### config.mk
export PLATFORM = sky130hd
export DESIGN_NAME = rf_spi_master_flat
export DESIGN_NICKNAME = d
export VERILOG_FILES = /design/src/rtl/rf_spi_master_if.sv /design/src/rtl/rf_spi_master.sv /design/src/flat_wrapper.sv
export SDC_FILE = /design/constraint.sdc
export NUM_CORES = 1
export LEC_CHECK = 0
export ABC_AREA = 1
export ABC_CLOCK_PERIOD_IN_PS = 1600
export CAP_MARGIN = 15
export CELL_PAD_IN_SITES_DETAIL_PLACEMENT = 1
export CELL_PAD_IN_SITES_GLOBAL_PLACEMENT = 2
export CORE_UTILIZATION = 30
export DETAILED_ROUTE_END_ITERATION = 12
export GPL_TIMING_DRIVEN = 0
export PLACE_DENSITY_LB_ADDON = 0.1
export SLEW_MARGIN = 10
export SYNTH_ARGS = -nofsm -noshare
export SYNTH_HDL_FRONTEND = slang
export SYNTH_SLANG_ARGS = --single-unit
export TNS_END_PERCENT = 10
### constraint.sdc
create_clock -name clk -period 1.6 [get_ports clk]
set_input_delay 0.4 -clock clk [delete_from_list [all_inputs] [get_ports clk]]
set_output_delay 0.4 -clock clk [all_outputs]
set_load 0.05 [all_outputs]
### src/rtl/rf_spi_master_if.sv
// Request/response handshake and SPI pins of the RF SPI master.
// The master modport is the SPI master side; slave is the control FSM plus the SPI device.
interface rf_spi_master_if;
    logic [9:0] addr_in;
    logic [7:0] data_in;
    logic [1:0] inst;
    logic       cs_in;
    logic       ready;
    logic [7:0] data_read;
    logic       read_valid;
    logic       sclk;
    logic       mosi;
    logic       miso;
    logic       ss_n;

    modport master (
        input  addr_in, data_in, inst, cs_in, miso,
        output ready, data_read, read_valid, sclk, mosi, ss_n
    );

    modport slave (
        output addr_in, data_in, inst, cs_in, miso,
        input  ready, data_read, read_valid, sclk, mosi, ss_n
    );
endinterface

### src/rtl/rf_spi_master.sv
// SPI mode-0 master running one short (16-bit) or long (24-bit) MRF24J40 register
// transaction per cs_in strobe, with lead, trail and gap phases of CLK_DIV cycles each.
module rf_spi_master #(
    parameter int CLK_DIV = 4
) (
    input logic           clk,
    input logic           rst_n,
    rf_spi_master_if.master bus
);
    typedef enum logic [2:0] {IDLE, LEAD, SHIFT, TRAIL, GAP} state_t;

    localparam logic [7:0] DIV_LAST = 8'(CLK_DIV - 1);

    state_t      state, state_next;
    logic [7:0]  div_cnt, div_next;
    logic [5:0]  bit_cnt, bit_next;
    logic [23:0] tx_sr, tx_next;
    logic [7:0]  rx_sr, rx_next;
    logic        is_long, is_long_next;
    logic        is_read, is_read_next;
    logic        sclk_q, sclk_next;
    logic        ss_n_q, ss_n_next;
    logic        ready_q, ready_next;
    logic [7:0]  data_read_q, data_read_next;
    logic        read_valid_q, read_valid_next;
    logic        div_done;
    logic        last_bit;
    logic [7:0]  wr_byte;
    logic [23:0] frame;

    // Frames are left-aligned in the TX register so bit 23 is always the bit on MOSI.
    assign wr_byte  = bus.inst[0] ? bus.data_in : 8'h00;
    assign frame    = bus.inst[1] ? {1'b1, bus.addr_in, bus.inst[0], 4'b0000, wr_byte}
                                  : {1'b0, bus.addr_in[5:0], bus.inst[0], wr_byte, 8'h00};
    assign div_done = (div_cnt == DIV_LAST);
    assign last_bit = (bit_cnt == (is_long ? 6'd23 : 6'd15));

    assign bus.sclk       = sclk_q;
    assign bus.mosi       = tx_sr[23];
    assign bus.ss_n       = ss_n_q;
    assign bus.ready      = ready_q;
    assign bus.data_read  = data_read_q;
    assign bus.read_valid = read_valid_q;

    always_ff @(posedge clk or negedge rst_n) begin
        if (!rst_n) begin
            state        <= IDLE;
            div_cnt      <= 8'd0;
            bit_cnt      <= 6'd0;
            tx_sr        <= 24'd0;
            rx_sr        <= 8'd0;
            is_long      <= 1'b0;
            is_read      <= 1'b0;
            sclk_q       <= 1'b0;
            ss_n_q       <= 1'b1;
            ready_q      <= 1'b1;
            data_read_q  <= 8'h00;
            read_valid_q <= 1'b0;
        end else begin
            state        <= state_next;
            div_cnt      <= div_next;
            bit_cnt      <= bit_next;
            tx_sr        <= tx_next;
            rx_sr        <= rx_next;
            is_long      <= is_long_next;
            is_read      <= is_read_next;
            sclk_q       <= sclk_next;
            ss_n_q       <= ss_n_next;
            ready_q      <= ready_next;
            data_read_q  <= data_read_next;
            read_valid_q <= read_valid_next;
        end
    end

    always_comb begin
        state_next      = state;
        div_next        = div_cnt;
        bit_next        = bit_cnt;
        tx_next         = tx_sr;
        rx_next         = rx_sr;
        is_long_next    = is_long;
        is_read_next    = is_read;
        sclk_next       = sclk_q;
        ss_n_next       = ss_n_q;
        ready_next      = ready_q;
        data_read_next  = data_read_q;
        read_valid_next = 1'b0;
        case (state)
            IDLE: begin
                if (bus.cs_in && ready_q) begin
                    state_next   = LEAD;
                    div_next     = 8'd0;
                    bit_next     = 6'd0;
                    tx_next      = frame;
                    is_long_next = bus.inst[1];
                    is_read_next = !bus.inst[0];
                    ss_n_next    = 1'b0;
                    ready_next   = 1'b0;
                end
            end
            LEAD: begin
                if (div_done) begin
                    state_next = SHIFT;
                    div_next   = 8'd0;
                    sclk_next  = 1'b1;
                    if (is_read) rx_next = {rx_sr[6:0], bus.miso};
                end else begin
                    div_next = div_cnt + 8'd1;
                end
            end
            SHIFT: begin
                if (!div_done) begin
                    div_next = div_cnt + 8'd1;
                end else begin
                    div_next = 8'd0;
                    if (!sclk_q) begin
                        sclk_next = 1'b1;
                        if (is_read) rx_next = {rx_sr[6:0], bus.miso};
                    end else begin
                        sclk_next = 1'b0;
                        // The final falling edge leaves MOSI alone and closes the frame.
                        if (last_bit) begin
                            state_next = TRAIL;
                            bit_next   = 6'd0;
                        end else begin
                            bit_next = bit_cnt + 6'd1;
                            tx_next  = {tx_sr[22:0], 1'b0};
                        end
                    end
                end
            end
            TRAIL: begin
                if (div_done) begin
                    state_next = GAP;
                    div_next   = 8'd0;
                    ss_n_next  = 1'b1;
                    tx_next    = 24'd0;
                end else begin
                    div_next = div_cnt + 8'd1;
                end
            end
            GAP: begin
                if (div_done) begin
                    state_next = IDLE;
                    div_next   = 8'd0;
                    ready_next = 1'b1;
                    if (is_read) begin
                        data_read_next  = rx_sr;
                        read_valid_next = 1'b1;
                    end
                end else begin
                    div_next = div_cnt + 8'd1;
                end
            end
            default: state_next = IDLE;
        endcase
    end
endmodule

### src/flat_wrapper.sv
// flat-port wrapper written by rule: the top's interface ports become plain ports
module rf_spi_master_flat 
#(
    parameter int CLK_DIV = 4
)
  (clk, rst_n, bus_addr_in, bus_data_in, bus_inst, bus_cs_in, bus_miso, bus_ready, bus_data_read, bus_read_valid, bus_sclk, bus_mosi, bus_ss_n);
  rf_spi_master_if bus_i ();
  input logic clk;
  input logic rst_n;
  input wire logic [$bits(bus_i.addr_in)-1:0] bus_addr_in;
  input wire logic [$bits(bus_i.data_in)-1:0] bus_data_in;
  input wire logic [$bits(bus_i.inst)-1:0] bus_inst;
  input wire logic [$bits(bus_i.cs_in)-1:0] bus_cs_in;
  input wire logic [$bits(bus_i.miso)-1:0] bus_miso;
  output wire logic [$bits(bus_i.ready)-1:0] bus_ready;
  output wire logic [$bits(bus_i.data_read)-1:0] bus_data_read;
  output wire logic [$bits(bus_i.read_valid)-1:0] bus_read_valid;
  output wire logic [$bits(bus_i.sclk)-1:0] bus_sclk;
  output wire logic [$bits(bus_i.mosi)-1:0] bus_mosi;
  output wire logic [$bits(bus_i.ss_n)-1:0] bus_ss_n;
  assign bus_i.addr_in = bus_addr_in;
  assign bus_i.data_in = bus_data_in;
  assign bus_i.inst = bus_inst;
  assign bus_i.cs_in = bus_cs_in;
  assign bus_i.miso = bus_miso;
  assign bus_ready = bus_i.ready;
  assign bus_data_read = bus_i.data_read;
  assign bus_read_valid = bus_i.read_valid;
  assign bus_sclk = bus_i.sclk;
  assign bus_mosi = bus_i.mosi;
  assign bus_ss_n = bus_i.ss_n;
  rf_spi_master #(.CLK_DIV(CLK_DIV)) u_core (.clk(clk), .rst_n(rst_n), .bus(bus_i));
endmodule
**Run 1: routing congestion**

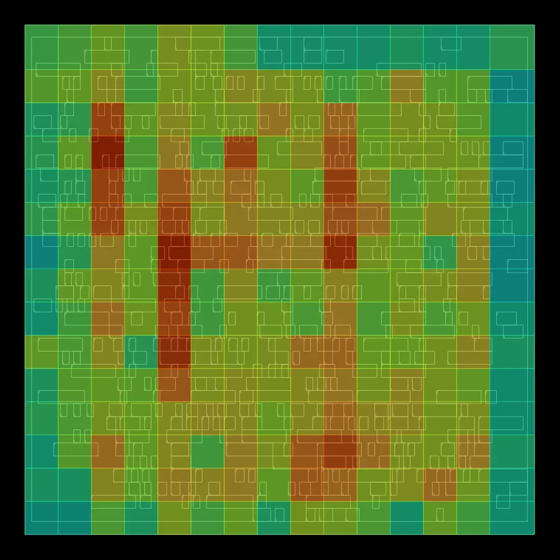
final core utilization: 0.4228
layer carrying the most global-route usage: met2
GR Util All Layers: 0.1821
global-route met3 utilization: 0.02783
fraction of met2 tracks used by global routing: 0.2937

**Run 1: the metal 1 layer**

Scale: 6 px per um. Supply wires on this layer in grey.
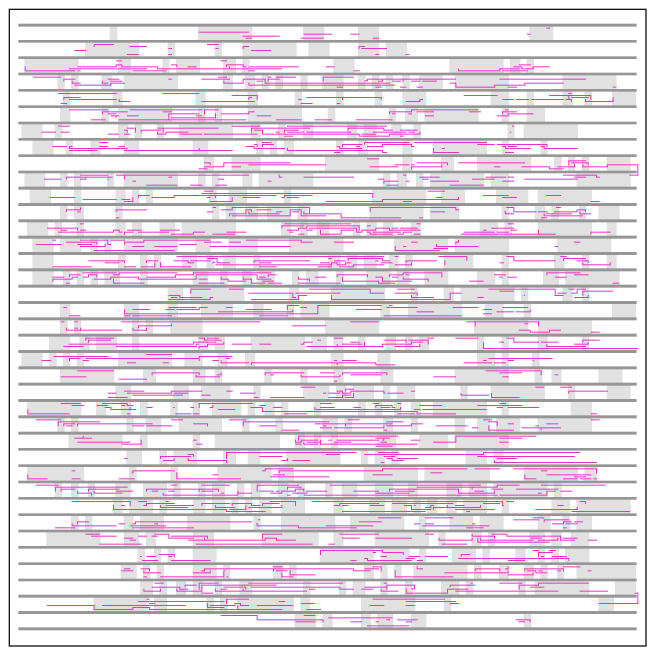
451 nets have wire on it. The longest straight run is 34.5 um.

==> flow_results.xml, run 1 <==
<?xml version="1.0" encoding="UTF-8"?>
<metrics>
  <group name="run_status">
    <metric name="run_status" unit="">finished with violations</metric>
    <metric name="violations_in_the_final_reports" unit="">negative setup slack</metric>
  </group>
  <group name="placement">
    <metric name="placement.io_buffers" unit="">35</metric>
    <metric name="placement.cell_area" unit="um^2">3782</metric>
    <metric name="dpl.cell_count" unit="">587</metric>
    <metric name="routabilityCongestion" unit="">0.7253</metric>
    <metric name="place_ws" unit="ns">-0.5369</metric>
    <metric name="detailed_place_hpwl" unit="um">6379</metric>
  </group>
  <group name="drt">
    <metric name="wl_met2" unit="um">4360</metric>
    <metric name="avgRoutedWirePerCell" unit="um">14.93</metric>
    <metric name="routed_via_density" unit="">4.745</metric>
    <metric name="top_layer" unit="">met4</metric>
    <metric name="postRouteAntennaNets" unit="">0</metric>
    <metric name="routedLengthMet1" unit="um">4503</metric>
    <metric name="route.detailed.drc" unit="">0</metric>
    <metric name="drt_first_pass_iters" unit="">4</metric>
    <metric name="detailedRoute.firstIterationViolations" unit="">92</metric>
    <metric name="route.met3.wl" unit="um">262</metric>
  </group>
  <group name="sta">
    <metric name="setup_ws" unit="ns">-0.07460</metric>
    <metric name="maxClockFrequency" unit="MHz">597.2</metric>
    <metric name="post-route-min-period" unit="ns">1.675</metric>
    <metric name="setup_violations" unit="">27</metric>
    <metric name="setup_total_negative_slack" unit="ns">-1.318</metric>
    <metric name="worst-slew-pin-transition" unit="ns">0.4794</metric>
    <metric name="worst_clock_skew" unit="ns">0.01288</metric>
    <metric name="worst_hold_slack" unit="ns">0.4772</metric>
    <metric name="slew-limit-headroom" unit="">0.6817</metric>
    <metric name="timing.final.crit_share" unit="">1.047</metric>
    <metric name="rsz0062_at_grt" unit="">yes</metric>
    <metric name="final_max_slew_viol_count" unit="">0</metric>
    <metric name="timing_hold_violations_final" unit="">0</metric>
  </group>
  <group name="cts">
    <metric name="cts-htree-levels" unit="">3</metric>
    <metric name="cts.sinks" unit="">63</metric>
    <metric name="cts_post_setup_buffers_inserted" unit="">11</metric>
    <metric name="clock_latency_on_the_worst_skew_pair" unit="ns">0.35</metric>
    <metric name="clk_transition_reported_paths" unit="ns">0.08</metric>
    <metric name="clockRootBuffer" unit="">sky130_fd_sc_hd__clkbuf_8</metric>
    <metric name="cts.repair.resized" unit="">57</metric>
    <metric name="cts_inserted_buffers" unit="">9</metric>
    <metric name="postCtsHoldBufs" unit="">1</metric>
    <metric name="ctsLongestPathBuffers" unit="">2</metric>
    <metric name="tritoncts" unit="">done</metric>
  </group>
  <group name="critical_path">
    <metric name="worstPathBufferInverterCount" unit="">1</metric>
    <metric name="critPathMaxStageDelay" unit="ns">0.40</metric>
    <metric name="cp_cell_sequence" unit="">ha_4 -&gt; nand2_4 -&gt; nor2_4 -&gt; nand2_4 -&gt; nand2_4 -&gt; nand2_4 -&gt; nor2_8 -&gt; nand2_8 -&gt; clkbuf_16 -&gt; nand2_2 -&gt; nand2_1</metric>
    <metric name="timing.critical_path.required" unit="ns">1.84</metric>
    <metric name="crit_fanout" unit="">7</metric>
    <metric name="timing.critical_path.slowest_stage_cell" unit="">sky130_fd_sc_hd__dfrtp_1</metric>
    <metric name="critical-path-top-delay-family" unit="">simple AND/OR/NAND/NOR gates</metric>
    <metric name="critPathArrivalTime" unit="ns">1.92</metric>
    <metric name="end_kind" unit="">flop</metric>
    <metric name="timing_worst_setup_path_type" unit="">reg2reg</metric>
    <metric name="crit_path_start_kind" unit="">flop</metric>
    <metric name="crit_path_frequent_cell" unit="">sky130_fd_sc_hd__nand2_4</metric>
  </group>
  <group name="global_route">
    <metric name="via_count_of_the_first_global_routing_pass" unit="">3110</metric>
    <metric name="grt_start_max_net_pins" unit="">46</metric>
    <metric name="grt_antenna_before_repair" unit="">0</metric>
    <metric name="globalRoute.totalOverflow" unit="">0</metric>
    <metric name="grt.met1_usage" unit="">0.2454</metric>
    <metric name="wire_length_of_the_first_global_routing_pass" unit="um">15810</metric>
  </group>
  <group name="layout">
    <metric name="layout_top_cell_excl_fill_tap" unit="">sky130_fd_sc_hd__nand2_1</metric>
    <metric name="stdcell_area" unit="um^2">4384</metric>
    <metric name="final_layout_size_suffix_gt1_frac" unit="">0.2628</metric>
    <metric name="fin_cells" unit="">623</metric>
    <metric name="num_antenna_cells" unit="">0</metric>
    <metric name="syn_to_final_growth" unit="%">35.45</metric>
    <metric name="nets" unit="">508</metric>
    <metric name="final_cell_mix" unit="">sky130_fd_sc_hd__nand2_1 (139), sky130_fd_sc_hd__dfrtp_1 (60), sky130_fd_sc_hd__nand3_1 (46), sky130_fd_sc_hd__o21ai_0 (28), sky130_fd_sc_hd__inv_1 (26)</metric>
  </group>
  <group name="run">
    <metric name="cap_violations" unit="">0</metric>
    <metric name="log.warning_count" unit="">28</metric>
  </group>
  <group name="die">
    <metric name="floorplan.core_area" unit="um^2">10370</metric>
    <metric name="fp.dieH" unit="um">105.9</metric>
    <metric name="i_o_pin_total" unit="">37</metric>
    <metric name="die_x" unit="um">105.9</metric>
    <metric name="floorplan.initialDensity" unit="">0.3121</metric>
    <metric name="design.die.area" unit="um^2">11210</metric>
    <metric name="placementRows" unit="">37</metric>
  </group>
  <group name="synthesis">
    <metric name="synth_area" unit="um^2">3237</metric>
    <metric name="yosys_register_bits" unit="">63</metric>
    <metric name="yosys-stat-area" unit="um^2">3237</metric>
    <metric name="count_of_mapped_cells_out_of_synthesis" unit="">415</metric>
    <metric name="synth_top_flop_cell" unit="">sky130_fd_sc_hd__dfrtp_1</metric>
    <metric name="post_synth_arst_share" unit="">1.000</metric>
    <metric name="count_of_yosys_warnings_during_synthesis" unit="">0</metric>
    <metric name="synth_seq_share" unit="">0.4878</metric>
    <metric name="synth_cell_types" unit="">30</metric>
    <metric name="synth-edff-count" unit="">0</metric>
    <metric name="avg_inst_size_synth" unit="um^2">7.800</metric>
    <metric name="synthesis.nets" unit="">441</metric>
    <metric name="synth_stat.cells" unit="">415</metric>
  </group>
  <group name="pwr">
    <metric name="power_leakage" unit="nW">2.138</metric>
    <metric name="power_switching_share" unit="">0.4367</metric>
    <metric name="power.internal" unit="mW">4.590</metric>
    <metric name="vdd_ir_drop_max" unit="mV">0.7087</metric>
    <metric name="comb_power_share" unit="">0.516</metric>
    <metric name="p_switching" unit="mW">3.559</metric>
    <metric name="total_power" unit="mW">8.149</metric>
    <metric name="p_clk_frac" unit="">0.194</metric>
    <metric name="power.sequential.fraction" unit="">0.290</metric>
    <metric name="cellPowerDensity" unit="nW/um^2">1859</metric>
  </group>
  <group name="min_path">
    <metric name="hold_path.class" unit="">in2async</metric>
  </group>
</metrics>
**Run 1: signal wires on met4**

Scale: 4 px per um. Supply wires on this layer in grey.
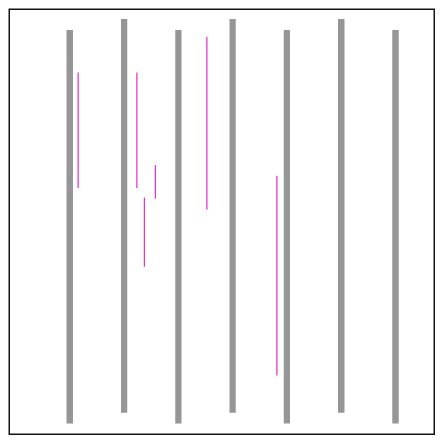
The wires run mostly vertical. The longest straight run is 49.6 um. The layer holds 1.9% of the routed length. The layer carries 175 um of wire.
routed wire length: 9300 um
total number of vias: 2,956

**Run 1: sequential cells grouped by signal name**

Scale: 4 px per um. Other sequential cells in the stronger grey, the rest of the logic in the fainter grey.
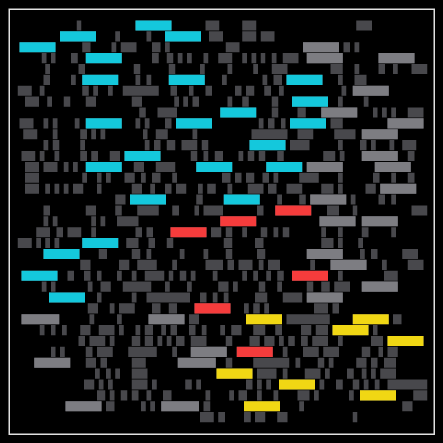
Red marks `u_core.bit_cnt`, sequential cells 6, where centre. Yellow marks `u_core.div_cnt`, sequential cells 8. Cyan marks `u_core.tx_sr`, sequential cells 24.
flip-flop and latch share of the layout cell area: 0.3604
Register Area: 1580 um^2

run 1: synthesized netlist by cell type (3+ instances only):
library cell               number  share of area
sky130_fd_sc_hd__nor2_1        17          0.020
sky130_fd_sc_hd__inv_2          5         0.0058
sky130_fd_sc_hd__buf_6          4          0.014
sky130_fd_sc_hd__nand3_1       48          0.074
sky130_fd_sc_hd__dfrtp_1       61           0.47
sky130_fd_sc_hd__buf_2          5         0.0077
sky130_fd_sc_hd__nand2_1      166           0.19
sky130_fd_sc_hd__o21ai_2        7          0.019
sky130_fd_sc_hd__o22ai_1        3         0.0058
sky130_fd_sc_hd__nor2_2         3         0.0058
sky130_fd_sc_hd__nand2_2        4         0.0077
sky130_fd_sc_hd__o211ai_1       5          0.012
sky130_fd_sc_hd__xor2_1         5          0.014
sky130_fd_sc_hd__o21ai_0       31          0.048
sky130_fd_sc_hd__inv_1         29          0.034
run 1: power by group through the flow:
stage          clock network [mW]  registers, mW  logic (mW)
2_1_floorplan                   0           2.45        2.11
3_3_place_gp                    0           2.34        3.11
3_5_place_dp                    0           2.36        3.16
4_1_cts                      1.62           2.34        3.55
5_1_grt                      1.68           2.43        4.67
6_report                     1.58           2.36        4.20
run 1: path summary, 6_finish.rpt:
kind / endpoint / slack [ns] / from / cells past startpoint
min: u_core.bus.sclk / 0.48 / rst_n / 2
max reg2reg: u_core.tx_sr[10] / -0.07 / u_core.div_cnt[1] / 11
min reg2reg: u_core.tx_sr[14] / 0.48 / u_core.tx_sr[14] / 2
max in group asynchronous: u_core.tx_sr[14] / 0.59 / rst_n / 3
min in group clk: u_core.tx_sr[14] / 0.48 / u_core.tx_sr[14] / 2
max: u_core.tx_sr[10] / -0.07 / u_core.div_cnt[1] / 11
run 1: worst register-to-register path, stage by stage (launching register included):
cell,delay [ns]
sky130_fd_sc_hd__dfrtp_1,0.40
sky130_fd_sc_hd__ha_4,0.18
sky130_fd_sc_hd__nand2_4,0.05
sky130_fd_sc_hd__nor2_4,0.11
sky130_fd_sc_hd__nand2_4,0.09
sky130_fd_sc_hd__nand2_4,0.09
sky130_fd_sc_hd__nand2_4,0.06
sky130_fd_sc_hd__nor2_8,0.20
sky130_fd_sc_hd__nand2_8,0.11
sky130_fd_sc_hd__clkbuf_16,0.19
sky130_fd_sc_hd__nand2_2,0.05
sky130_fd_sc_hd__nand2_1,0.04
run 1: layout make-up:
| type | instances | area, um^2 |
|---|---|---|
| multi-input combinational | 305 | 1624 |
| timing repair buffer | 56 | 546.8 |
| buffer | 12 | 107.6 |
| clock buffer | 9 | 123.9 |
| inverter | 35 | 135.1 |
| tap | 136 | 170.2 |
| clock inverter | 7 | 96.34 |
| fill | 1269 | 5986 |
| sequential | 63 | 1580 |
run 1: flip-flops by register name, summed over array words and instances, names as in the netlist, 3 cells and up:
name and flops:
u_core.div_cnt 8, u_core.bit_cnt 6, u_core.rx_sr 8, u_core.tx_sr 24, u_core.state 3, u_core.bus.data_read 8
run 1: logic make-up after synthesis:
family          after synthesis  synth area share
compound gates               49           0.08968
buf+inv                      47           0.06803
simple gates                248            0.3305
xor+xnor                      6           0.01623
flops                        63            0.4878
fa+ha+maj                     2          0.007730
**Run 1: signal wires by layer**

Scale: 4 px per um. Only two layers are drawn.
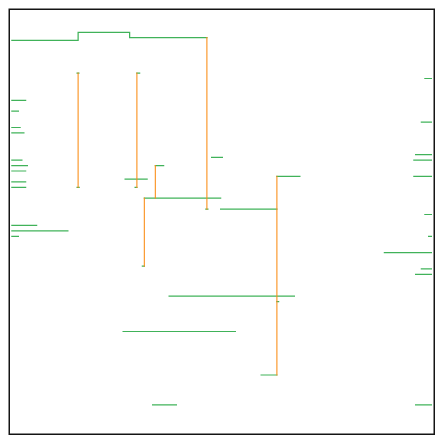

==> run 2: changes to the inputs <==
--- a/config.mk
+++ b/config.mk
@@ -12,7 +12,7 @@
 export CELL_PAD_IN_SITES_GLOBAL_PLACEMENT = 2
 export CORE_UTILIZATION = 30
 export DETAILED_ROUTE_END_ITERATION = 12
-export GPL_TIMING_DRIVEN = 0
+export GPL_TIMING_DRIVEN = 1
 export PLACE_DENSITY_LB_ADDON = 0.1
 export SLEW_MARGIN = 10
 export SYNTH_ARGS = -nofsm -noshare
**Run 2: signal wires by layer**

Scale: 4 px per um. Only two layers are drawn.
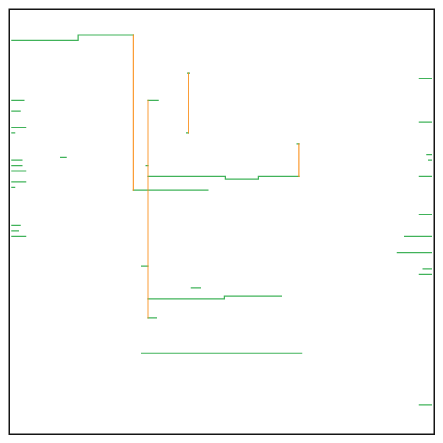
Orange marks M4, wire length 116 um. Green marks M3, wire length 240 um.

**Run 2: sequential cells grouped by signal name**

Scale: 4 px per um. Other sequential cells in the stronger grey, the rest of the logic in the fainter grey.
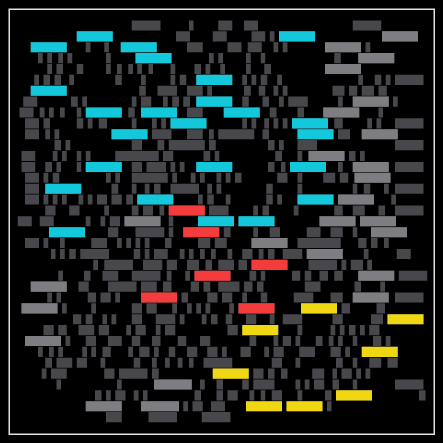
Yellow marks `u_core.div_cnt`, sequential cells 8. Red marks `u_core.bit_cnt`, sequential cells 6, where centre. Cyan marks `u_core.tx_sr`, sequential cells 24.

==> flow_results.xml, run 2 <==
<?xml version="1.0" encoding="UTF-8"?>
<metrics>
  <group name="pwr">
    <metric name="total_power" unit="mW">8.781</metric>
    <metric name="cellPowerDensity" unit="nW/um^2">1861</metric>
  </group>
  <group name="synthesis">
    <metric name="post_synth_arst_share" unit="">1.000</metric>
    <metric name="synth_seq_share" unit="">0.4878</metric>
    <metric name="yosys_register_bits" unit="">63</metric>
    <metric name="synth_top_flop_cell" unit="">sky130_fd_sc_hd__dfrtp_1</metric>
    <metric name="synth_area" unit="um^2">3237</metric>
    <metric name="synthesis.nets" unit="">441</metric>
    <metric name="yosys-stat-area" unit="um^2">3237</metric>
    <metric name="synth_top_cell_by_count" unit="">sky130_fd_sc_hd__nand2_1</metric>
    <metric name="avg_inst_size_synth" unit="um^2">7.800</metric>
    <metric name="cell_taking_the_most_area_after_synthesis" unit="">sky130_fd_sc_hd__dfrtp_1</metric>
    <metric name="synth_stat.cells" unit="">415</metric>
    <metric name="count_of_mapped_cells_out_of_synthesis" unit="">415</metric>
    <metric name="synth_cell_types" unit="">30</metric>
  </group>
  <group name="global_route">
    <metric name="grt_antenna_before_repair" unit="">0</metric>
    <metric name="wire_length_of_the_first_global_routing_pass" unit="um">15380</metric>
    <metric name="globalRoute.totalOverflow" unit="">0</metric>
  </group>
  <group name="drt">
    <metric name="dr_total_vias" unit="">3032</metric>
    <metric name="wirelength" unit="um">9627</metric>
    <metric name="route.detailed.drc" unit="">0</metric>
    <metric name="postRouteAntennaNets" unit="">0</metric>
    <metric name="drt_first_pass_iters" unit="">4</metric>
    <metric name="routed_via_density" unit="">4.672</metric>
  </group>
  <group name="cts">
    <metric name="cts_inserted_buffers" unit="">9</metric>
    <metric name="clockRootBuffer" unit="">sky130_fd_sc_hd__clkbuf_8</metric>
    <metric name="tritoncts" unit="">done</metric>
    <metric name="cts.sinks" unit="">63</metric>
    <metric name="cts-htree-levels" unit="">3</metric>
    <metric name="ctsLongestPathBuffers" unit="">2</metric>
    <metric name="clock_latency_on_the_worst_skew_pair" unit="ns">0.35</metric>
    <metric name="clk_transition_reported_paths" unit="ns">0.08</metric>
  </group>
  <group name="critical_path">
    <metric name="timing_worst_setup_path_type" unit="">reg2reg</metric>
    <metric name="crit_path_start_kind" unit="">flop</metric>
    <metric name="timing.critical_path.required" unit="ns">1.88</metric>
    <metric name="worstReg2RegStart" unit="">u_core.bit_cnt[0]</metric>
    <metric name="rr_endpoint" unit="">u_core.tx_sr[8]</metric>
    <metric name="end_kind" unit="">flop</metric>
  </group>
  <group name="sta">
    <metric name="worst_hold_slack" unit="ns">0.05998</metric>
    <metric name="setup_ws" unit="ns">-0.06234</metric>
    <metric name="timing_hold_violations_final" unit="">0</metric>
    <metric name="maxClockFrequency" unit="MHz">601.6</metric>
    <metric name="worst_clock_skew" unit="ns">0.01061</metric>
    <metric name="setup_total_negative_slack" unit="ns">-0.6145</metric>
    <metric name="rsz0062_at_grt" unit="">yes</metric>
    <metric name="final_max_slew_viol_count" unit="">0</metric>
    <metric name="setup_violations" unit="">21</metric>
    <metric name="timing.final.crit_share" unit="">1.039</metric>
  </group>
  <group name="die">
    <metric name="placementRows" unit="">37</metric>
    <metric name="i_o_pin_total" unit="">37</metric>
    <metric name="design.die.area" unit="um^2">11210</metric>
    <metric name="fp.dieH" unit="um">105.9</metric>
  </group>
  <group name="layout">
    <metric name="syn_to_final_growth" unit="%">45.81</metric>
    <metric name="fillCellCount" unit="">1236</metric>
    <metric name="final_layout_size_suffix_gt1_frac" unit="">0.2690</metric>
    <metric name="largest_register_by_flop_count" unit="">u_core.tx_sr</metric>
    <metric name="number_of_flip_flops_under_the_largest_register_name" unit="">24</metric>
    <metric name="num_antenna_cells" unit="">0</metric>
    <metric name="layout_top_cell_excl_fill_tap" unit="">sky130_fd_sc_hd__nand2_1</metric>
  </group>
  <group name="placement">
    <metric name="detailed_place_hpwl" unit="um">6233</metric>
    <metric name="placement.io_buffers" unit="">36</metric>
    <metric name="routabilityCongestion" unit="">0.7577</metric>
  </group>
  <group name="run_status">
    <metric name="run_status" unit="">finished with violations</metric>
    <metric name="violations_in_the_final_reports" unit="">negative setup slack</metric>
  </group>
  <group name="run">
    <metric name="cap_violations" unit="">0</metric>
  </group>
  <group name="min_path">
    <metric name="hold_path.class" unit="">in2async</metric>
  </group>
</metrics>
run 2: cell count changes in the layout (fill, tap and decap cells not counted), sizes merged, moves of 2 or more:
cell and delta:
clkinv -2, buf +35, clkdlybuf4s15 -8, nand2 +2
run 2: logic make-up after synthesis:
family,Yosys count,synth area share
adders and majority gates,2,0.007730
AOI/OAI and AO/OA,49,0.08968
and+or+nand+nor,248,0.3305
xor gates and xnor gates,6,0.01623
buffers and inverters,47,0.06803
DFF,63,0.4878
run 2: what timing repair did:
item,4_1_cts,5_1_grt
resized,7,34
pin swaps,1,18
gates cloned,0,7
setup buffers,0,7
endpoints found under the setup margin,39,48
run 2: cell type report:
| class | count | area, um^2 | area share |
|---|---|---|---|
| multi-input cells | 307 | 1551 | 0.3287 |
| flip-flops and latches | 63 | 1579 | 0.3346 |
| clock inverters | 5 | 80.08 | 0.01697 |
| repair buffers | 92 | 1056 | 0.2238 |
| clock buffers | 11 | 151.4 | 0.03208 |
| inverters | 35 | 131.4 | 0.02784 |
| well taps | 136 | 170.2 | 0.03606 |
run 2: critical path, cell delays in order (launching register included):
cell                        delay [ns]
sky130_fd_sc_hd__dfrtp_1          0.40
sky130_fd_sc_hd__ha_2             0.19
sky130_fd_sc_hd__nand2_2          0.09
sky130_fd_sc_hd__nor2_4           0.04
sky130_fd_sc_hd__nand3_2          0.10
sky130_fd_sc_hd__nor2_4           0.05
sky130_fd_sc_hd__nor2_4           0.24
sky130_fd_sc_hd__buf_12           0.18
sky130_fd_sc_hd__clkbuf_16        0.15
sky130_fd_sc_hd__nand3_1          0.07
sky130_fd_sc_hd__nand2_1          0.08
run 2: metrics by stage:
step	area (um^2)	utilization
after global placement	4172	0.4023
after global routing	4720	0.4551
after detailed placement	4172	0.4023
after CTS	4431	0.4272
final	4720	0.4551
after floorplan	3237	-
run 2: worst max-delay path by stage:
stage | start | endpoint | slack [ns] | depth (start not counted)
after floorplan | u_core.div_cnt[0] | u_core.tx_sr[23] | 0.02 | 11
after global placement | bus_cs_in | u_core.tx_sr[23] | -0.20 | 8
after detailed placement | bus_cs_in | u_core.tx_sr[8] | -0.23 | 8
after CTS | u_core.div_cnt[1] | u_core.tx_sr[13] | -0.04 | 10
after global routing | u_core.div_cnt[0] | u_core.tx_sr[13] | -0.13 | 11
final | u_core.bit_cnt[0] | u_core.tx_sr[8] | -0.06 | 10
run 2: power by group:
group	internal, mW	total, mW	switching (mW)	leakage (nW)
logic	2.17	4.82	2.65	1.34
clock network	0.960	1.64	0.684	0.112
registers	2.02	2.32	0.302	0.835
run 2: per-layer routing:
metal | share of wire | vias to the layer above | global-route usage
li1 | - | 1521 | -
met1 | 0.50 | 1460 | 0.2517
met2 | 0.46 | 39 | 0.2703
met3 | 0.025 | 12 | 0.03525
met4 | 0.012 | 0 | 0.05357
met5 | 0 | - | 0
**Run 2: routing congestion**

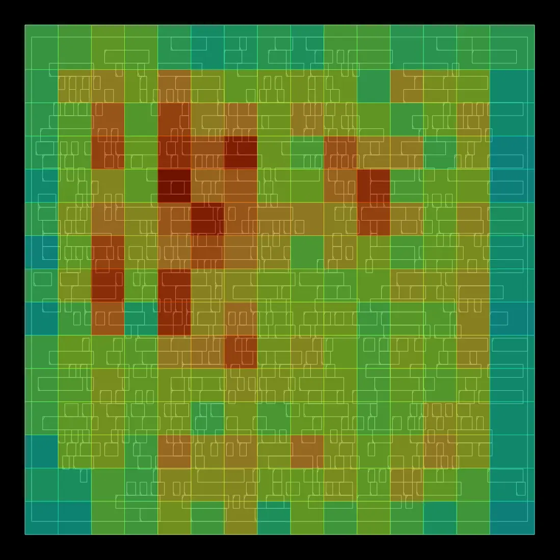

==> run 3: changes to the inputs <==
--- a/config.mk
+++ b/config.mk
@@ -13,6 +13,7 @@
 export CORE_UTILIZATION = 30
 export DETAILED_ROUTE_END_ITERATION = 12
 export GPL_TIMING_DRIVEN = 1
+export MAX_ROUTING_LAYER = met4
 export PLACE_DENSITY_LB_ADDON = 0.1
 export SLEW_MARGIN = 10
 export SYNTH_ARGS = -nofsm -noshare
**Run 3: routing congestion**

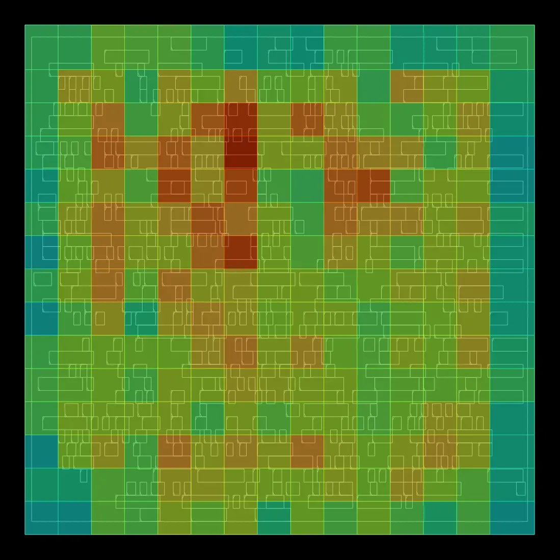
average wire per standard cell: 13.90 um
fraction of met2 tracks used by global routing: 0.2698
GRT met1 Usage: 0.2524
GR Util All Layers: 0.1822
global-route met3 utilization: 0.03896

==> flow_results.xml, run 3 <==
<?xml version="1.0" encoding="UTF-8"?>
<metrics>
  <group name="cts">
    <metric name="cts_inserted_buffers" unit="">9</metric>
    <metric name="cts.sinks" unit="">63</metric>
    <metric name="ctsLongestPathBuffers" unit="">2</metric>
    <metric name="cts-htree-levels" unit="">3</metric>
    <metric name="cts_post_setup_buffers_inserted" unit="">0</metric>
    <metric name="clockRootBuffer" unit="">sky130_fd_sc_hd__clkbuf_8</metric>
    <metric name="clk_transition_reported_paths" unit="ns">0.08</metric>
    <metric name="clock_latency_on_the_worst_skew_pair" unit="ns">0.35</metric>
    <metric name="tritoncts" unit="">done</metric>
  </group>
  <group name="run_status">
    <metric name="run_status" unit="">finished with violations</metric>
    <metric name="violations_in_the_final_reports" unit="">negative setup slack</metric>
  </group>
  <group name="synthesis">
    <metric name="synth_cell_types" unit="">30</metric>
    <metric name="yosys-stat-area" unit="um^2">3237</metric>
    <metric name="synth.top_cells.by_count" unit="">sky130_fd_sc_hd__nand2_1 (166), sky130_fd_sc_hd__dfrtp_1 (61), sky130_fd_sc_hd__nand3_1 (48)</metric>
    <metric name="synth_top_flop_cell" unit="">sky130_fd_sc_hd__dfrtp_1</metric>
    <metric name="count_of_mapped_cells_out_of_synthesis" unit="">415</metric>
    <metric name="top_area_cell_types" unit="">sky130_fd_sc_hd__dfrtp_1 (47%), sky130_fd_sc_hd__nand2_1 (19%), sky130_fd_sc_hd__nand3_1 (7.4%)</metric>
    <metric name="synth_area" unit="um^2">3237</metric>
    <metric name="synth-edff-count" unit="">0</metric>
    <metric name="cell_taking_the_most_area_after_synthesis" unit="">sky130_fd_sc_hd__dfrtp_1</metric>
    <metric name="post_synth_arst_share" unit="">1.000</metric>
    <metric name="synth_top_cell_by_count" unit="">sky130_fd_sc_hd__nand2_1</metric>
    <metric name="count_of_yosys_warnings_during_synthesis" unit="">0</metric>
    <metric name="yosys_register_bits" unit="">63</metric>
    <metric name="synthesis.nets" unit="">441</metric>
    <metric name="synth_seq_share" unit="">0.4878</metric>
    <metric name="netlist.area_leader.share" unit="">0.4716</metric>
    <metric name="avg_inst_size_synth" unit="um^2">7.800</metric>
  </group>
  <group name="layout">
    <metric name="layout_top_cell_excl_fill_tap" unit="">sky130_fd_sc_hd__nand2_1</metric>
    <metric name="largest_register_by_flop_count" unit="">u_core.tx_sr</metric>
    <metric name="final_cell_mix" unit="">sky130_fd_sc_hd__nand2_1 (156), sky130_fd_sc_hd__dfrtp_1 (61), sky130_fd_sc_hd__nand3_1 (47), sky130_fd_sc_hd__buf_4 (36)</metric>
    <metric name="nets" unit="">520</metric>
    <metric name="syn_to_final_growth" unit="%">38.38</metric>
    <metric name="final_layout_size_suffix_gt1_frac" unit="">0.2345</metric>
    <metric name="fin_cells" unit="">635</metric>
    <metric name="fillCellCount" unit="">1248</metric>
    <metric name="number_of_flip_flops_under_the_largest_register_name" unit="">24</metric>
    <metric name="stdcell_area" unit="um^2">4479</metric>
  </group>
  <group name="die">
    <metric name="floorplan.core_area" unit="um^2">10370</metric>
    <metric name="design.die.area" unit="um^2">11210</metric>
    <metric name="i_o_pin_total" unit="">37</metric>
    <metric name="die_x" unit="um">105.9</metric>
    <metric name="fp.dieH" unit="um">105.9</metric>
    <metric name="floorplan.initialDensity" unit="">0.3121</metric>
  </group>
  <group name="placement">
    <metric name="detailed_place_hpwl" unit="um">6233</metric>
    <metric name="dpl.cell_count" unit="">619</metric>
    <metric name="placement.io_buffers" unit="">36</metric>
    <metric name="placement.cell_area" unit="um^2">4172</metric>
    <metric name="routabilityCongestion" unit="">0.7675</metric>
  </group>
  <group name="drt">
    <metric name="postRouteAntennaNets" unit="">0</metric>
    <metric name="dr_total_vias" unit="">2940</metric>
    <metric name="drt_first_pass_iters" unit="">4</metric>
    <metric name="wirelength" unit="um">8826</metric>
    <metric name="routed_via_density" unit="">4.630</metric>
    <metric name="route.detailed.drc" unit="">0</metric>
    <metric name="detailedRoute.firstIterationViolations" unit="">128</metric>
  </group>
  <group name="sta">
    <metric name="worst_clock_skew" unit="ns">0.01015</metric>
    <metric name="post-route-min-period" unit="ns">1.608</metric>
    <metric name="final_max_slew_viol_count" unit="">0</metric>
    <metric name="timing.final.crit_share" unit="">1.005</metric>
    <metric name="slew-limit-headroom" unit="">0.7629</metric>
    <metric name="setup_ws" unit="ns">-0.008094</metric>
    <metric name="maxClockFrequency" unit="MHz">621.9</metric>
    <metric name="rsz0062_at_grt" unit="">yes</metric>
    <metric name="timing_hold_violations_final" unit="">0</metric>
    <metric name="setup_violations" unit="">2</metric>
    <metric name="worst-slew-pin-transition" unit="ns">0.3556</metric>
  </group>
  <group name="critical_path">
    <metric name="rr_endpoint" unit="">u_core.tx_sr[13]</metric>
    <metric name="timing.critical_path.required" unit="ns">1.89</metric>
    <metric name="crit_fanout" unit="">25</metric>
    <metric name="cp_cell_sequence" unit="">ha_2 -&gt; nand2_1 -&gt; nor2_1 -&gt; nand2_2 -&gt; nand2_1 -&gt; nand2_2 -&gt; nor2_8 -&gt; buf_12 -&gt; nand3_1 -&gt; nand2_1</metric>
    <metric name="worst-r2r-setup-slack" unit="ns">-0.008</metric>
    <metric name="worstReg2RegStart" unit="">u_core.div_cnt[1]</metric>
    <metric name="critPathMaxStageDelay" unit="ns">0.36</metric>
    <metric name="timing_worst_setup_path_type" unit="">reg2reg</metric>
    <metric name="critPathArrivalTime" unit="ns">1.90</metric>
    <metric name="crit_path_start_kind" unit="">flop</metric>
    <metric name="timing.critical_path.slowest_stage_cell" unit="">sky130_fd_sc_hd__dfrtp_1</metric>
    <metric name="r2r_cells" unit="">10</metric>
  </group>
  <group name="global_route">
    <metric name="grt_antenna_before_repair" unit="">0</metric>
    <metric name="globalRoute.totalOverflow" unit="">0</metric>
    <metric name="via_count_of_the_first_global_routing_pass" unit="">3020</metric>
    <metric name="grt_start_max_net_pins" unit="">64</metric>
    <metric name="wire_length_of_the_first_global_routing_pass" unit="um">15390</metric>
  </group>
  <group name="min_path">
    <metric name="hold_path.class" unit="">in2async</metric>
  </group>
  <group name="pwr">
    <metric name="cellPowerDensity" unit="nW/um^2">1714</metric>
    <metric name="power_leakage" unit="nW">2.177</metric>
  </group>
  <group name="run">
    <metric name="cap_violations" unit="">0</metric>
  </group>
</metrics>
**Run 3: sequential cells grouped by signal name**

Scale: 4 px per um. Other sequential cells in the stronger grey, the rest of the logic in the fainter grey.
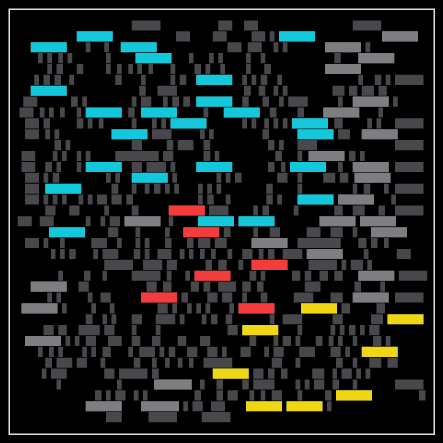
Yellow marks `u_core.div_cnt`, sequential cells 8. Cyan marks `u_core.tx_sr`, sequential cells 24. Red marks `u_core.bit_cnt`, sequential cells 6, where centre.
sequential-cell power consumption: 2.32 mW
flip-flop and latch share of the layout cell area: 0.3525
Register Area: 1579 um^2

[run 3: what timing repair did]
action,4_1_cts,5_1_grt
resized,7,21
endpoints found under the setup margin,39,48
pin swaps,1,6
hold buffers,0,0
[run 3: logic make-up (layout without fill, tap and decap cells)]
logic type	count (synthesis)	in the layout	synth area share
AOI/OAI and AO/OA	49	49	0.08968
and+or+nand+nor	248	248	0.3305
DFF	63	63	0.4878
adders and majority gates	2	2	0.007730
buffers and inverters	47	131	0.06803
xor gates and xnor gates	6	6	0.01623
[run 3: cell type report]
class                           count  area, um^2  share of cell area
Tap cell                          136       170.2             0.03799
Multi-Input combinational cell    305        1491              0.3330
Sequential cell                    63        1579              0.3525
Clock buffer                       11       151.4             0.03380
Clock inverter                      5       80.08             0.01788
Inverter                           35       131.4             0.02933
Timing Repair Buffer               80       875.8              0.1955
[run 3: stage by stage]
step	hold WS, ns	worst slack (ns)	utilization	power (mW)
4_1_cts	0.06595	-0.04236	0.4272	7.740
6_report	0.05928	-0.008094	0.4320	7.678
3_3_place_gp	0.4526	-0.2021	0.4023	5.886
2_1_floorplan	0.1044	0.01668	-	4.551
3_5_place_dp	0.4513	-0.2316	0.4023	5.956
5_1_grt	0.07715	-0.1434	0.4320	8.292
[run 3: where the power goes]
| part | internal, mW | total, mW | switching (mW) |
|---|---|---|---|
| clock network | 0.960 | 1.64 | 0.679 |
| registers | 2.02 | 2.32 | 0.299 |
| logic | 1.48 | 3.72 | 2.24 |
[run 3: worst max-delay path by stage]
stage | start | endpoint | slack (ns)
floorplan | u_core.div_cnt[0] | u_core.tx_sr[23] | 0.02
global placement | bus_cs_in | u_core.tx_sr[23] | -0.20
detailed placement | bus_cs_in | u_core.tx_sr[8] | -0.23
CTS | u_core.div_cnt[1] | u_core.tx_sr[13] | -0.04
global route | u_core.div_cnt[0] | u_core.tx_sr[13] | -0.14
finish | u_core.div_cnt[1] | u_core.tx_sr[13] | -0.008
[run 3: routing by layer]
layer  vias up  global-route usage  part of all wire
li1       1485                   -                 -
met1      1406              0.2524              0.52
met2        38              0.2698              0.44
met3        11             0.03896             0.030
met4         0             0.04762             0.012
met5         -                   -                 0
[run 3: critical path, delay by kind of cell (launching register included)]
family / cells / cell delay [ns]
buffers and inverters: 1 / 0.19
adders and majority gates: 1 / 0.19
and+or+nand+nor: 8 / 0.78
DFF: 1 / 0.36
No activity file was given, so power comes from the tool's default toggle rates.
